===== src/rtl/vs_hex_word_parser.sv =====
// ----------------------------------------------------------------------------
// vs_hex_word_parser
//
// Purpose:
//   Assembles ASCII hexadecimal digits arriving from a UART receiver into a
//   binary word. A carriage return (0x0D) terminates a word. Malformed words
//   (illegal characters or too many digits) raise a one-cycle ERR pulse, and
//   the rest of the word up to the next CR is then discarded silently.
//
// Parameters:
//   N_DIGITS    - maximum hex digits per word; WORD is 4*N_DIGITS bits wide.
//   TIMEOUT_CYC - idle cycles after which a partial word is abandoned
//                 (only meaningful when VS_HEX_TIMEOUT_EN is defined).
//
// Build option:
//   VS_HEX_TIMEOUT_EN - when defined, an idle-cycle counter abandons a
//                       partially received or discarded word after
//                       TIMEOUT_CYC cycles without a byte. When undefined,
//                       no timeout hardware exists and partial words wait
//                       indefinitely.
//
// Ports:
//   CLK      in   1           rising-edge clock
//   RST      in   1           asynchronous, active-high reset
//   RX_DATA  in   8           ASCII byte from the UART receiver
//   RX_VLD   in   1           one-cycle strobe qualifying RX_DATA
//   WORD     out  4*N_DIGITS  last completed word, zero-extended
//   WORD_VLD out  1           one-cycle pulse when WORD is updated
//   ERR      out  1           one-cycle pulse on a malformed word
//   BUSY     out  1           high while collecting or discarding a word
// ----------------------------------------------------------------------------
module vs_hex_word_parser #(
  parameter int N_DIGITS    = 4,
  parameter int TIMEOUT_CYC = 1000000
) (
  input  logic                    CLK,
  input  logic                    RST,
  input  logic [7:0]              RX_DATA,
  input  logic                    RX_VLD,
  output logic [4*N_DIGITS-1:0]   WORD,
  output logic                    WORD_VLD,
  output logic                    ERR,
  output logic                    BUSY
);

  localparam int W     = 4 * N_DIGITS;
  // Count runs 0..N_DIGITS, so it needs room for N_DIGITS itself.
  localparam int CNT_W = $clog2(N_DIGITS + 1);

  typedef enum logic [1:0] {
    IDLE    = 2'd0,
    COLLECT = 2'd1,
    DISCARD = 2'd2
  } state_t;

  localparam logic [7:0] ASCII_CR = 8'h0D;

  // --------------------------------------------------------------------------
  // Byte classification helpers
  // --------------------------------------------------------------------------
  function automatic logic is_dec_digit(input logic [7:0] b);
    return (b >= 8'h30) && (b <= 8'h39);
  endfunction

  function automatic logic is_hex_digit(input logic [7:0] b);
    return is_dec_digit(b) ||
           ((b >= 8'h41) && (b <= 8'h46)) ||
           ((b >= 8'h61) && (b <= 8'h66));
  endfunction

  // 'A' (0x41) and 'a' (0x61) both have low nibble 1, so adding 9 to the
  // low nibble maps either letter case onto 10..15.
  function automatic logic [3:0] hex_value(input logic [7:0] b);
    if (is_dec_digit(b)) begin
      return b[3:0];
    end
    return b[3:0] + 4'd9;
  endfunction

  // Shift the accumulator up one nibble and insert the new digit at the bottom.
  function automatic logic [W-1:0] acc_push(input logic [W-1:0] acc,
                                            input logic [3:0]   dig);
    logic [W-1:0] tmp;
    tmp      = acc << 4;
    tmp[3:0] = dig;
    return tmp;
  endfunction

  // --------------------------------------------------------------------------
  // State
  // --------------------------------------------------------------------------
  state_t           state_q,    state_d;
  logic [W-1:0]     acc_q,      acc_d;
  logic [CNT_W-1:0] cnt_q,      cnt_d;
  logic [W-1:0]     word_q,     word_d;
  logic             word_vld_q, word_vld_d;
  logic             err_q,      err_d;

  logic             rx_digit;
  logic             rx_cr;
  logic [3:0]       rx_val;
  logic             busy;

  assign rx_digit = is_hex_digit(RX_DATA);
  assign rx_cr    = (RX_DATA == ASCII_CR);
  assign rx_val   = hex_value(RX_DATA);
  assign busy     = (state_q != IDLE);

`ifdef VS_HEX_TIMEOUT_EN
  // Counter width holds TIMEOUT_CYC-1 even for TIMEOUT_CYC == 1.
  localparam int TO_W = $clog2(TIMEOUT_CYC + 1);

  logic [TO_W-1:0] to_q, to_d;
  logic            to_expire;

  // Expiry fires on the TIMEOUT_CYC-th consecutive idle cycle while busy.
  // A byte arriving in the same cycle always wins, so RX_VLD masks expiry.
  assign to_expire = busy && !RX_VLD && (to_q == TO_W'(TIMEOUT_CYC - 1));

  always_comb begin
    to_d = to_q + TO_W'(1);
    if (!busy || RX_VLD || to_expire) begin
      to_d = '0;
    end
  end
`else
  // Partial words wait indefinitely; TIMEOUT_CYC carries no hardware here.
  if (TIMEOUT_CYC < 1) begin : g_timeout_param_unused
  end
`endif

  // --------------------------------------------------------------------------
  // Next-state and output logic
  // --------------------------------------------------------------------------
  always_comb begin
    state_d    = state_q;
    acc_d      = acc_q;
    cnt_d      = cnt_q;
    word_d     = word_q;
    word_vld_d = 1'b0;
    err_d      = 1'b0;

    if (RX_VLD) begin
      case (state_q)
        IDLE: begin
          if (rx_digit) begin
            acc_d   = {{(W-4){1'b0}}, rx_val};
            cnt_d   = CNT_W'(1);
            state_d = COLLECT;
          end else if (!rx_cr) begin
            err_d   = 1'b1;
            state_d = DISCARD;
          end
        end

        COLLECT: begin
          if (rx_cr) begin
            word_d     = acc_q;
            word_vld_d = 1'b1;
            state_d    = IDLE;
          end else if (rx_digit && (cnt_q < CNT_W'(N_DIGITS))) begin
            acc_d = acc_push(acc_q, rx_val);
            cnt_d = cnt_q + CNT_W'(1);
          end else begin
            // Illegal character, or a digit beyond the word capacity.
            err_d   = 1'b1;
            state_d = DISCARD;
          end
        end

        DISCARD: begin
          if (rx_cr) begin
            state_d = IDLE;
          end
        end

        default: begin
          state_d = IDLE;
        end
      endcase
    end
`ifdef VS_HEX_TIMEOUT_EN
    else if (to_expire) begin
      // Only an abandoned word in progress is reported; an abandoned
      // discard was already reported when it started.
      err_d   = (state_q == COLLECT);
      state_d = IDLE;
      acc_d   = '0;
      cnt_d   = '0;
    end
`endif
  end

  // --------------------------------------------------------------------------
  // Registers
  // --------------------------------------------------------------------------
  always_ff @(posedge CLK or posedge RST) begin
    if (RST) begin
      state_q    <= IDLE;
      acc_q      <= '0;
      cnt_q      <= '0;
      word_q     <= '0;
      word_vld_q <= 1'b0;
      err_q      <= 1'b0;
    end else begin
      state_q    <= state_d;
      acc_q      <= acc_d;
      cnt_q      <= cnt_d;
      word_q     <= word_d;
      word_vld_q <= word_vld_d;
      err_q      <= err_d;
    end
  end

`ifdef VS_HEX_TIMEOUT_EN
  always_ff @(posedge CLK or posedge RST) begin
    if (RST) begin
      to_q <= '0;
    end else begin
      to_q <= to_d;
    end
  end
`endif

  assign WORD     = word_q;
  assign WORD_VLD = word_vld_q;
  assign ERR      = err_q;
  assign BUSY     = busy;

endmodule


===== config.mk =====
export PLATFORM = sky130hd
export DESIGN_NAME = vs_hex_word_parser
export DESIGN_NICKNAME = d
export VERILOG_FILES = /design/src/rtl/vs_hex_word_parser.sv
export SDC_FILE = /design/constraint.sdc
export NUM_CORES = 1
export LEC_CHECK = 0
export CAP_MARGIN = 40
export CELL_PAD_IN_SITES_DETAIL_PLACEMENT = 0
export CELL_PAD_IN_SITES_GLOBAL_PLACEMENT = 2
export CORE_MARGIN = 1
export CORE_UTILIZATION = 32
export DETAILED_ROUTE_END_ITERATION = 8
export MAX_ROUTING_LAYER = met4
export PLACE_DENSITY_LB_ADDON = 0.1
export SYNTH_ARGS = -nofsm -noshare
export SYNTH_HDL_FRONTEND = slang
export SYNTH_SLANG_ARGS = --single-unit

===== constraint.sdc =====
create_clock -name CLK -period 1.6 [get_ports CLK]
set_input_delay 0.32 -clock CLK [delete_from_list [all_inputs] [get_ports CLK]]
set_output_delay 0.32 -clock CLK [all_outputs]
set_load 0.01 [all_outputs]

**Run 1: clock wires, drivers and flops**

Scale bar: 20 um.
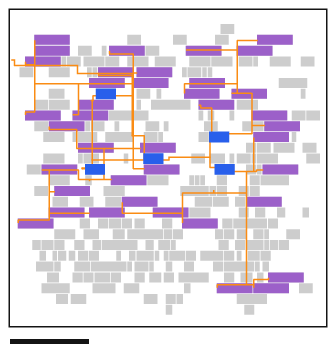
[flip-flops] purple | count: 39
[clock-net drivers] blue | count: 5
[clock wires] orange | length: 512 um
routed clock nets: 6
part of the total power dissipated in the clock network: 0.258
clock latency on the worst-skew pair: 280 ps
final clock skew: 5.76 ps
power in the clock group: 641 uW

**Run 1: layout detail**

Region (20, 20) to (60, 60) um. Cells in grey, sequential cells in the stronger grey; small squares are vias.
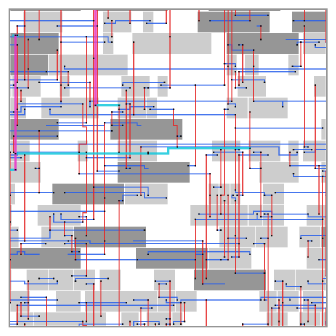
| layer | colour |
|---|---|
| M3 | cyan |
| M2 | red |
| M1 | blue |
| M4 | magenta |
cells with their middle in the window: 79
sequential cells in the window: 12
netlist names of flops here include: acc_q (7), WORD (3), cnt_q (2)
most frequent: buf_4 (15), dfrtp_1 (12), nand2_1 (8)

**Run 1: wire density map**

Scale bar: 20 um. The die is cut into 16 by 16 equal tiles; white is low, dark blue is high, scaled to the fullest tile. Values are wire area over tile area, all layers added.
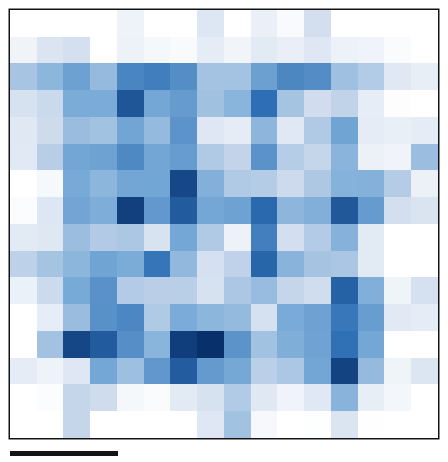
tiles over half the peak: 23%
densest ninth of the die: centre
emptiest ninth of the die: north-east
routed len/inst: 13.9 um
vias after detailed routing: 1414
global-route usage over all layers: 0.157
wire length reported by the detailed router: 4360 um

**Run 1: clock nets**

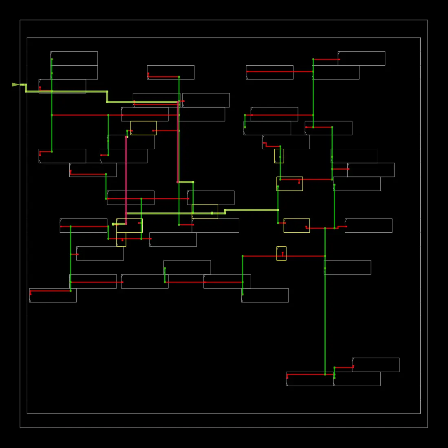
number of sequential cells in the layout: 39
count of clock tree sinks: 39

==> run summary, run 1 <==
Results of an implementation run.

The power share of the combinational group is 0.211. In this run the post-CTS setup repair buffer count came out at 12. Among cell families on the critical path, the largest total delay comes from buffers and inverters. CTS built an H-tree with a depth of 2. The count of cell instances traversed by the critical path is 7.

The repair_antennas step left the layout with diodes totalling 0. The number of nets at floorplan is 178. The multi-input combinational cells in the finished layout cover a total of 967 um^2. The total iterations of the first detailed-routing run is 3.

The maximum number of pins on one net before global-route repair is 40. Of the synthesized area, sequential elements account for 0.506. The die area is 0.00634 mm^2.

During synthesis, Yosys emitted a total of 0 warnings. The floorplan report gives the top-level pin count as 30. The fraction of met2 tracks used by global routing is 0.239. The number of global-route vias before repair is 1473. Yosys reports that the most numerous cell types are dfrtp_1, inv_1, nand2_1, mux2_2, mux2i_1. The maximum achievable frequency is 574 MHz.

Counting every instance in the synthesized netlist gives 162. The highest net fanout along the worst path is 5. Per the synthesis report, the XOR/XNOR share of the synthesized area is 0.00455. Along the critical path, the tally of buffer and inverter instances is 3. The launch point of the worst reg-to-reg path is state_q[1]$_DFFE_PP0P_.

The net switching power is 722 uW. In the post-synthesis netlist, the cell with the most instances is dfrtp_1. The worst setup path startpoint is RX_VLD. The utilization of the core after routing is 0.524. The post-route worst setup slack is -142 ps.

The flow ran to the end, but the final reports show violations. Once detail routing completed, the nets flagged for antenna violations numbered 0. The internal portion of the total power is 1.76 mW.

The async set-reset flop share out of synthesis is 1.00. The data arrival time reported for the critical path is 1910 ps. The nature of the critical path startpoint is an input port. The met3 capacity usage during global routing is 0.0309. Per the finish-stage timing summary, setup violations number 25. The number of synthesized flops with an enable pin is 0.

The most common logic cells in the final layout are dfrtp_1, buf_4, clkdlybuf4s50_1, mux2_4, nand2_1. The final report gives the standard cell area, fillers excluded, as 0.00296 mm^2. The cell area after placement is 0.00257 mm^2. The final worst hold slack is 397 ps. TritonCTS built the clock tree. The post-CTS hold buffer count recorded in the log is 0. Adding up every negative setup slack in the final design gives -2660 ps. In the final design database the tool counted 256 nets. The top metal layer carrying routed signals is met4.

Buffers placed on the I/O ports in this run total 29. The relative max-transition margin is 0.835. The largest voltage drop on the vdd net is 0.000473 V. The signal on the critical path passes through clkdlybuf4s50_1, nand2b_1, a211o_1, nor3_4, buf_4, buf_6, mux2_2. The most utilized layer in the global route result is met2.

Once detailed placement completed, the half-perimeter wirelength came to 2660 um. Among all stages on the critical path, the maximum delay recorded is 510 ps. After its last routability iteration, the placer logged a weighted congestion of 0.828. The cell-mix breakdown from Yosys lists the compound-gate area share as 0.0636.

Excluding fillers, the count of instances in the completed layout stands at 313. The worst setup path is captured at a register. Per the detail_route report, DRC violations left total 0. The total CTS buffers is 5. The max-capacitance violation count is 0.

Looking at the clock tree report, the maximum root-to-sink buffer count equals 2. The synthesized area divided by synthesized cell count is 11.9 um^2. The sequential share of power is 0.531. The cell area after technology mapping is 0.00193 mm^2.

The initial antenna violation count is 0. The capture point of the worst register-to-register path is recorded as acc_q[0]$_DFFE_PP0P_. For this design the ratio of total power to cell area is 838 mW/mm^2. Per the log, the first TritonRoute iteration ended with a DRC count of 30.

For this design, the slowest cell found on the critical path is clkdlybuf4s50_1. The worst slack after detailed placement is -949 ps. Measured along the x axis, the die boundary spans 79.6 um. The fraction of synthesized cell area taken by the top area cell type is 0.506. The most area-hungry cell type in the Yosys netlist is dfrtp_1.

The stat command in Yosys gives a chip area of 0.00193 mm^2. Per the layout area report, the register area comes to 976 um^2. The gate-level netlist out of Yosys references 38 unique cell types.

In the final layout, the fill cell count is 505. The total length of routed met2 wires is 1950 um. The max-slew violation total from the final report is 0. The data required time reported for the critical path is 1770 ps.

The wire length the detailed router placed on met1 is 2260 um. Per the GRT congestion report, total overflow comes to 0. The power report puts the leakage power at 1.36 nW. The checks that failed: setup timing.

The destination of the critical timing path is acc_q[0]$_DFFE_PP0P_. The chip height is 79.6 um. The number of OpenROAD warnings is 32. Setup repair after global routing could not meet its margin everywhere. The pin closest to its max-slew limit shows a slew of 246 ps.
run 1: final cells by class:
type                       count  share of cell area
tap                           72              0.0305
clock inverter                 3             0.00508
clock buffer                   5              0.0233
multi-input combinational     98               0.327
sequential                    39               0.330
timing repair buffer          77               0.254
inverter                      19              0.0300
run 1: power by group through the flow:
stage,Combinational (mW),Clock [mW],Sequential [mW]
finish,0.523,0.641,1.32
global route,0.587,0.706,1.35
CTS,0.496,0.660,1.32
detailed placement,0.471,0,1.33
global placement,0.463,0,1.32
floorplan,0.275,0,1.30
run 1: registers in the layout, indices dropped and copies added (netlist names):
register and count:
WORD 16, ERR 1, state_q 2, cnt_q 3, acc_q 16, WORD_VLD 1
run 1: tightest hold or removal path, stage by stage:
cell and delay (ps):
clkdlybuf4s50_1 400, inv_1 100, buf_12 240
**Run 1: M3 wires**

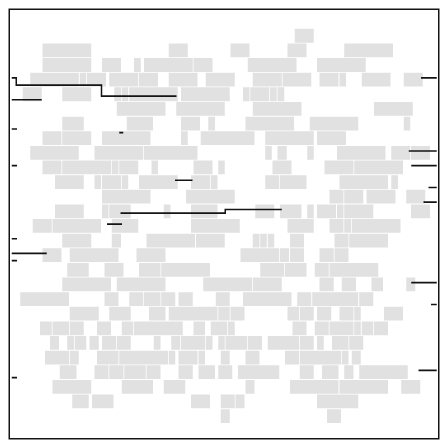

==> inputs of run 2 (changes only) <==
Settings changed: HOLD_SLACK_MARGIN from default to 0.12, REMOVE_ABC_BUFFERS from default to 1, SETUP_SLACK_MARGIN from default to 0.2.
**Run 2: M3 wires**

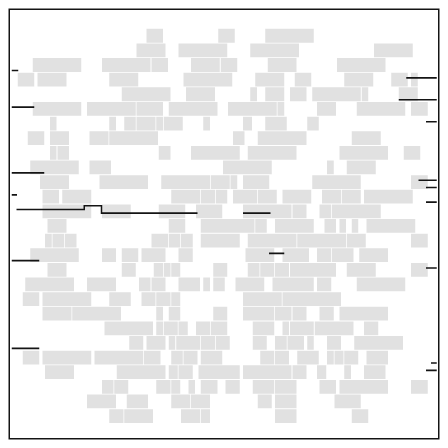
main direction: horizontal
wire length on this layer: 88.0 um
longest straight run: 17.7 um
share of all routed wire: 2.0%
nets with wire on the layer: 16

==> run 2 against run 1 <==
The flow still finishes with violations (setup timing); final area up 3.0%; routed wire length is 2.7% higher; sequential power hardly changed; maximum frequency shrank 1.9%.
==> run summary, run 2 <==
Results of an implementation run.

The number of global-route vias before repair came to 1523 (+3.4%). The fraction of synthesized cell area taken by the top area cell type is 0.506 (unchanged). The max-capacitance violation count is 0 (unchanged). The global placement routability congestion is 0.831 (+0.35%). The highest net fanout along the worst path is 6 (+1).

The number of DRC markers after the initial detailed-route iteration is 37 (+23%). The largest stage delay on the critical path came to 180 ps (-330 ps). The net switching power is 788 uW (+9.0%).

The register area is 976 um^2 (unchanged). The worst setup path startpoint is RX_DATA[0]. The maximum number of pins on one net before global-route repair is 40 (unchanged).

The synthesized area divided by synthesized cell count is 11.9 um^2 (unchanged). The synthesized instance count came to 162 (unchanged). The internal power component was 1.99 mW (+13%). The dominant power group is registers.

The buffer count from post-CTS setup fixing is 11 (-1). The initial antenna violation count was 0 (unchanged). The combinational power was 604 uW (+15%).

The static leakage was 1.50 nW (+11%). The flip-flop and latch power was 1.35 mW (about the same). The CTS tree is done. The final instance area is 0.00305 mm^2 (+3.0%). The number of different library cells in the post-synthesis netlist was 38 (unchanged).

The power of the clock network is 824 uW (+29%). The overall fraction of global-route tracks in use was 0.152 (-0.00495). The post-route worst setup slack was -176 ps (-33.9 ps). The dominant kind of cell by area is multi-input combinational cells. The final worst hold slack came to 393 ps (-4.53 ps). The cell type that accounts for the most area after synthesis is dfrtp_1. STA classifies the critical path endpoint as a register. The non-clock inverter total of the final layout is 19 (unchanged).

The maximum achievable frequency is 563 MHz (-1.9%). The layout multi-input combinational cell count was 98 (unchanged). The proportion of cell area occupied by multi-input gates is 0.337 (+0.00963). The worst-margin pin slew was 319 ps (+73.6 ps).

The number of design rule violations left after detail routing is 0 (unchanged). The count of filler cells inserted in the layout was 507 (+0.40%). The async set-reset flop share out of synthesis was 1.00 (unchanged). By instance count after routing, the leading logic cell types are dfrtp_1, buf_4, mux2_4, dlygate4sd2_1, inv_1. The overall overflow remaining after global route is 0 (unchanged). The hold buffer count at CTS is 0 (unchanged).

The clock-cell share of area is 0.0370 (+0.00861). The most frequent cell after synthesis is dfrtp_1. The final reports fail on setup timing.

The commonest cells after synthesis are dfrtp_1, inv_1, nand2_1, mux2_2, mux2i_1. The destination of the critical timing path is acc_q[6]$_DFFE_PP0P_. The total of buffers placed on input and output ports is 29 (unchanged). The final-layout non-clock buffer area share is 0.251 (-0.00340). The tapcell count came to 72 (unchanged). The post-layout instance count excluding filler cells is 311 (-0.64%). The buffer and inverter count on the worst path is 8 (+5).

The die area is 0.00634 mm^2 (unchanged). The final tally of setup violations is 36 (+44%). The signal arrival time at the worst endpoint is 1980 ps (+70 ps). The final-layout clock buffer total is 5 (unchanged). The sum of routed wire length over all layers is 4480 um (+2.7%). The number of H-tree levels is 2 (unchanged). The power share of the combinational group is 0.218 (+0.007). The count of vias placed by the detailed router is 1445 (+2.2%). The number of flip-flops and latches was 39 (unchanged).

The number of synthesized flops with an enable pin came to 0 (unchanged). The sequential share of cell area is 0.320 (-0.00976). The run finished, with violations left. Setup repair after global routing could not meet its margin everywhere. The count of cell instances traversed by the critical path is 14 (+7).

The max-slew violation total from the final report was 0 (unchanged).
run 2: cell counts after synthesis:
Identical to the previous run, type by type.
run 2: cell families (layout without fill, tap and decap cells):
family / Yosys count / after routing / synth area share
adder cells (fa/ha/maj): 5 / 5 / 0.0325
XOR/XNOR: 1 / 1 / 0.00455
AND-OR/OR-AND: 18 / 18 / 0.0636
AND/OR/NAND/NOR: 37 / 37 / 0.105
buffers and inverters: 25 / 102 / 0.0630
multiplexers: 37 / 37 / 0.225
flip-flops: 39 / 39 / 0.506
run 2: metal layers:
layer / GRT usage / routed length, um
met1: 0.176 / 1990
met2: 0.269 / 2360
met3: 0.0309 / 88
met4: 0.0382 / 33
met5: - / 0
**Run 2: layout detail**

Region (20, 20) to (60, 60) um. Cells in grey, sequential cells in the stronger grey; small squares are vias.
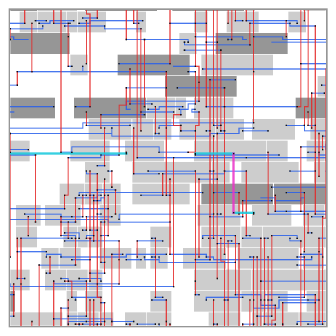

==> inputs of run 3 (changes only) <==
Settings changed: CORE_MARGIN 1 to 4, GPL_TIMING_DRIVEN from default to 0.
**Run 3: layout detail**

Region (23, 23) to (63, 63) um. Cells in grey, sequential cells in the stronger grey; small squares are vias.
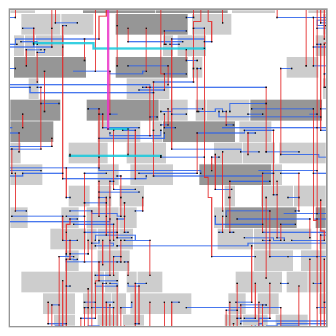

==> run 3 against run 2 <==
The flow still finishes with violations (setup timing); final area decreased by 10%; global-route usage down 2.8 points; clock power is about 20% lower; die size grew 16%; synthesized cell count unchanged; largest cell class is now sequential cells; highest routed layer unchanged.
==> run summary, run 3 <==
Results of an implementation run.

The synthesized-area fraction occupied by and/or/nand/nor cells is 0.105 (unchanged). The post-layout instance count excluding filler cells is 294 (-5.5%). The most frequent cell after synthesis is dfrtp_1.

The flow ran to the end, but the final reports show violations. The synthesized instance count is 162 (unchanged). The fraction of met2 tracks used by global routing was 0.214 (-0.0552). Setup repair after global routing could not meet its margin everywhere.

STA classifies the critical path endpoint as a register. The number of DRC markers after the initial detailed-route iteration is 41 (+11%). The fraction of the mapped netlist area in adder cells was 0.0325 (unchanged). The async set-reset flop share out of synthesis is 1.00 (unchanged). The largest stage delay on the critical path is 300 ps (+120 ps). The synthesized area divided by synthesized cell count is 11.9 um^2 (unchanged). The tapcell count is 72 (unchanged).

The checks that failed: setup timing. The global placement routability congestion is 0.645 (-22%). The power of the clock network is 658 uW (-20%). The layout multi-input combinational cell count was 98 (unchanged). The CTS tree is done. The number of global-route vias before repair came to 1486 (-2.4%). The global routing met1 resource utilization was 0.145 (-0.0311).

The count of filler cells inserted in the layout is 549 (+8.3%). The top metal layer carrying routed signals is met4. The final instance area was 0.00274 mm^2 (-10%). The number of synthesized flops with an enable pin is 0 (unchanged). The sum of routed wire length over all layers was 4170 um (-6.9%). Among the non-sequential cells, multiplexers take the most area. The maximum achievable frequency is 565 MHz (+0.33%). The die area is 0.00733 mm^2 (+16%). The routed length on met3 is 134 um (+52%). The post-synthesis share of cell area spent on xor and xnor gates is 0.00455 (unchanged). The signal arrival time at the worst endpoint is 1950 ps (-30 ps).

The max-capacitance violation count is 0 (unchanged). The non-clock inverter total of the final layout is 19 (unchanged). After global routing, the most crowded layer is met2. The fraction of synthesized cell area taken by the top area cell type was 0.506 (unchanged). The total length of routed met2 wires is 2160 um (-8.8%). The sequential share of cell area was 0.358 (+0.0372).

The destination of the critical timing path is WORD[13]$_DFFE_PP0P_. The final-layout non-clock buffer area share was 0.198 (-0.0530). The count of cell instances traversed by the critical path is 10 (-4). The number of H-tree levels was 2 (unchanged). The register area came to 978 um^2 (+0.26%). The commonest cells after synthesis are dfrtp_1, inv_1, nand2_1, mux2_2, mux2i_1.

The net switching power came to 721 uW (-8.5%). The overall overflow remaining after global route came to 0 (unchanged). The post-route worst setup slack was -170 ps (+5.79 ps).

The final tally of setup violations came to 29 (-19%).
[run 3: netlist changes by cell type in the layout (fill, tap and decap cells not counted), moves of 2 or more]
| cell | before | now |
|---|---|---|
| buf_6 | 9 | 17 |
| nand2_2 | 11 | 0 |
| dfrtp_1 | 39 | 37 |
| clkbuf_16 | 2 | 0 |
| buf_4 | 29 | 13 |
| clkdlybuf4s15_1 | 3 | 0 |
| nand2_1 | 3 | 17 |
| inv_2 | 1 | 3 |
| nor2_2 | 2 | 0 |
| buf_2 | 3 | 5 |
| dfrtp_2 | 0 | 2 |
| nand2_4 | 3 | 0 |
| buf_12 | 5 | 1 |
[run 3: logic make-up after synthesis]
logic type,after synthesis
multiplexers,37
XOR/XNOR,1
AND/OR/NAND/NOR,37
AND-OR/OR-AND,18
buffers and inverters,25
flip-flops,39
adder cells (fa/ha/maj),5
Power is estimated from default activity; no workload was simulated.
